==> config.mk <==
export PLATFORM = sky130hd
export DESIGN_NAME = reg_scoreboard
export DESIGN_NICKNAME = d
export VERILOG_FILES = /design/src/rtl/reg_scoreboard.sv
export SDC_FILE = /design/constraint.sdc
export NUM_CORES = 1
export LEC_CHECK = 0
export CAP_MARGIN = 20
export CORE_MARGIN = 5
export CORE_UTILIZATION = 40
export CTS_BUF_LIST = sky130_fd_sc_hd__clkbuf_8
export DETAILED_ROUTE_END_ITERATION = 8
export GPL_TIMING_DRIVEN = 0
export HOLD_SLACK_MARGIN = 0.03
export PLACE_DENSITY = 0.75
export SLEW_MARGIN = 10
export SYNTH_ARGS = -nofsm -noshare
export SYNTH_HDL_FRONTEND = slang
export SYNTH_SLANG_ARGS = --single-unit
==> constraint.sdc <==
create_clock -name clk -period 5.1 [get_ports clk]
set_input_delay 1.275 -clock clk [delete_from_list [all_inputs] [get_ports clk]]
set_output_delay 1.275 -clock clk [all_outputs]
set_load 0.02 [all_outputs]
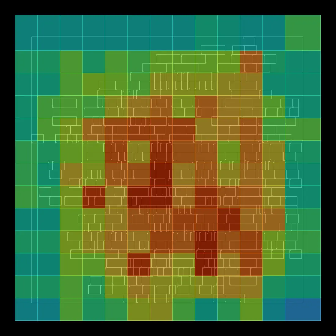
Figure 1: run 1, routing congestion.
WL/cell: 20.8 um
post-layout util: 52.9%
GR Util met1: 28.6%

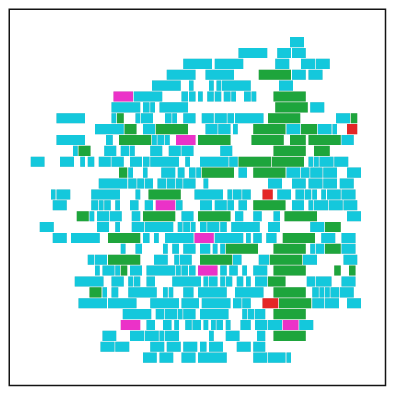
Figure 2: run 1, drive-strength map.
(4 px per um)
Key: x3 and x4 = red [cells 3, share 0.85%]; x2 = green [cells 48, share 14%]; x1 and smaller = cyan [cells 293, share 83%]; x6 and larger = magenta [cells 7, share 2.0%]
Final Instance Area: 0.00360 mm^2
Area Growth Syn to Fin: 28.3%
fin worst setup slack: 0.151 ns
Non-CTS buffers: 75

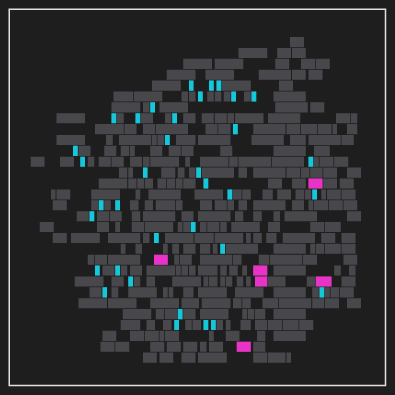
Figure 3: run 1, gate-type map.
(4 px per um)
Key: inv cells = cyan [cells 35]; non-inverting ao/oa cells = magenta [cells 6]
Comb/total area: 52.1%
Layout Cells excl Fill: 447
Top cell excl fill/tap: clkdlybuf4s50_1

==> flow_metrics.py <==
# Flow results
metrics = {
    "power_and_ir_drop": {
        "sequentialPowerShare_pct": 47.1,
        "p_leak_nw": 1.09,
        "switchingPower_mw": 0.165,
        "p_clk_share_pct": 35.4,
        "sw_frac_of_total_pct": 27.5,
        "internal_power_mw": 0.435,
        "peakVddDrop_mv": 0.0777,
        "p_per_area_mw_per_mm2": 167,
        "p_comb_share_pct": 17.4,
    },
    "logic_synthesis": {
        "async_flop_share_pct": 0,
        "synth_area_mm2": 0.00280,
        "ys_sh_adder_pct": 1.16,
        "aoi_share_pct": 21.5,
        "synth-warning-count": 0,
        "synth-edff-count": 0,
        "avgSynthCellArea_um2": 9.80,
        "synth_stat.cells": 286,
        "yosys.area.top_type": "dfxtp_1",
        "ys_sh_xor_pct": 0.625,
        "syn_nets": 316,
        "top_cell": "dfxtp_1",
        "top_area_share_pct": 25.7,
        "yosys_area_mm2": 0.00280,
        "common_cells": "36 x dfxtp_1, 35 x inv_1, 32 x mux4_2, 29 x o221ai_1, 26 x a21oi_1",
        "ys_seq_share_pct": 25.7,
        "synthMuxAreaShare_pct": 30.9,
        "logic_family": "multiplexers",
        "synthSimpleGateAreaFrac_pct": 12.7,
        "synthFlopType": "dfxtp_1",
        "synthCells": 286,
        "topCellsByArea": "dfxtp_1 26%, mux4_2 26%, o221ai_1 9.1%, inv_1 4.7%, a21oi_1 4.6%",
        "synthDistinctLibCells": 44,
        "synth_flops": 36,
    },
    "critical_path": {
        "crit_path_end_kind": "output pin",
        "cpPeakStageDelay_ns": 0.45,
        "worst-path-max-fanout": 9,
        "path_cells": "clkbuf_1 -> mux4_2 -> mux2_2 -> a221o_1 -> and4_1 -> o311a_1 -> dlygate4sd2_1",
        "worst-r2r-cell-count": 11,
        "crit_cells": 7,
        "worst-path-buf-inv": 2,
        "reg2reg_setup_slack_ns": 1.69,
        "cp.required_ns": 3.83,
        "arrival_ns": 3.67,
        "crit_slowest_cell": "clkbuf_1",
        "critPathKind": "input pin to output pin",
        "cp-start-kind": "input pin",
        "cpLargestDelayFamily": "buffers and inverters",
    },
    "final_timing": {
        "hold_viol": 0,
        "tightestPinTransition_ns": 0.662,
        "slew_headroom_pct": 55.8,
        "layout_min_cycle_time_ns": 4.95,
        "tns_ns": 0,
        "slew_viol_final": 0,
        "rsz0062_at_grt": "no",
        "period_used_pct": 97.0,
        "finalClockSkew_ns": 0.00952,
        "fmax_mhz": 202,
        "setup_viol": 0,
    },
    "finish": {
        "final_cell_mix": "54 x clkdlybuf4s50_1, 36 x dfxtp_1, 35 x inv_1",
        "fill_cells": 604,
        "drive_above_1_share_pct": 16.5,
        "largest_reg_flops": 32,
        "nets": 380,
        "n_antenna_cell": 0,
    },
    "floorplan": {
        "fp.dieH_um": 93.7,
        "core_mm2": 0.00679,
        "fp_util_pct": 41.3,
        "chipArea_mm2": 0.00878,
        "ios": 65,
        "die_w_um": 93.7,
        "num_rows": 30,
    },
    "route": {
        "detail-route-antenna-nets": 0,
        "dr_total_vias": 2888,
        "vias_per_cell": 6.46,
        "totalWireLength_mm": 9.31,
        "first_iter_violations": 352,
        "dr.pass1.iters": 5,
        "drc": 0,
    },
    "place": {
        "gp_congestion": 0.909,
        "placed_area_mm2": 0.00349,
        "dp_hpwl_mm": 7.07,
        "dp.cells": 439,
        "io_buffer_count": 57,
    },
    "grt": {
        "grt_max_degree": 12,
        "antenna_found_initial": 0,
        "grt_pass1_vias": 2797,
        "grt.total_usage_pct": 21.9,
        "grt_overflow": 0,
        "grt_pass1_wl_mm": 14.9,
    },
    "cts": {
        "h-tree-depth": 2,
        "clk_latency_ns": 0.30,
        "numCtsBuffers": 5,
        "hold_buffers": 0,
        "cts-root-buf": "clkbuf_8",
        "clock_path_buffers": 2,
        "cts_setup_buffers": 0,
        "clk_pin_slew_ns": 0.07,
        "cts_tree": "done",
        "cts.sink_count": 36,
        "cts_resized": 6,
    },
    "worst_hold_path": {
        "min_delay_path_depth": 2,
        "hold_path_class": "register to register",
    },
    "run": {
        "cap_viol_max_count": 0,
        "warning_count": 26,
    },
    "outcome": {
        "status": "finished, final reports clean",
    },
}
[run 1: area by class of cell]
type | count | area, um^2 | share of cell area [%]
multi-input combinational | 197 | 1880 | 52.1
sequential | 36 | 721 | 20.0
timing repair buffer | 57 | 571 | 15.9
inverter | 35 | 131 | 3.65
tap | 96 | 120 | 3.34
buffer | 18 | 86.3 | 2.40
clock buffer | 6 | 82.6 | 2.30
clock inverter | 2 | 10.0 | 0.278
[run 1: stage by stage]
| step | hold slack [ns] | power [mW] | util [%] | setup WS, ns |
|---|---|---|---|---|
| floorplan | 0.553 | 0.351 | - | 0.657 |
| global placement | 0.484 | 0.390 | 51.4 | -0.432 |
| detailed placement | 0.516 | 0.391 | 51.4 | -0.469 |
| CTS | 0.531 | 0.602 | 52.9 | 0.00119 |
| global route | 0.560 | 0.628 | 52.9 | 0.0497 |
| finish | 0.531 | 0.600 | 52.9 | 0.151 |
[run 1: per-layer routing]
layer	part of all wire, %	track usage, %	up-vias	wire [um]
met4	1.5	7.34	0	139
met1	39	28.6	1403	3590
met2	49	36.3	195	4580
met3	11	4.33	18	1000
met5	0	0	-	0
li1	-	-	1272	-
[run 1: power by group through the flow]
| stage | Sequential, mW | Clock (mW) | Combinational, mW |
|---|---|---|---|
| after floorplan | 0.290 | 0 | 0.0610 |
| after global placement | 0.289 | 0 | 0.101 |
| after detailed placement | 0.289 | 0 | 0.102 |
| after CTS | 0.283 | 0.217 | 0.103 |
| after global routing | 0.283 | 0.232 | 0.113 |
| final | 0.283 | 0.213 | 0.104 |
[run 1: tightest hold or removal path: stages, from the launching register on]
cell and delay, ns:
dfxtp_1 0.34, a31oi_1 0.05, nor2b_1 0.11
No activity file was given, so power comes from the tool's default toggle rates.
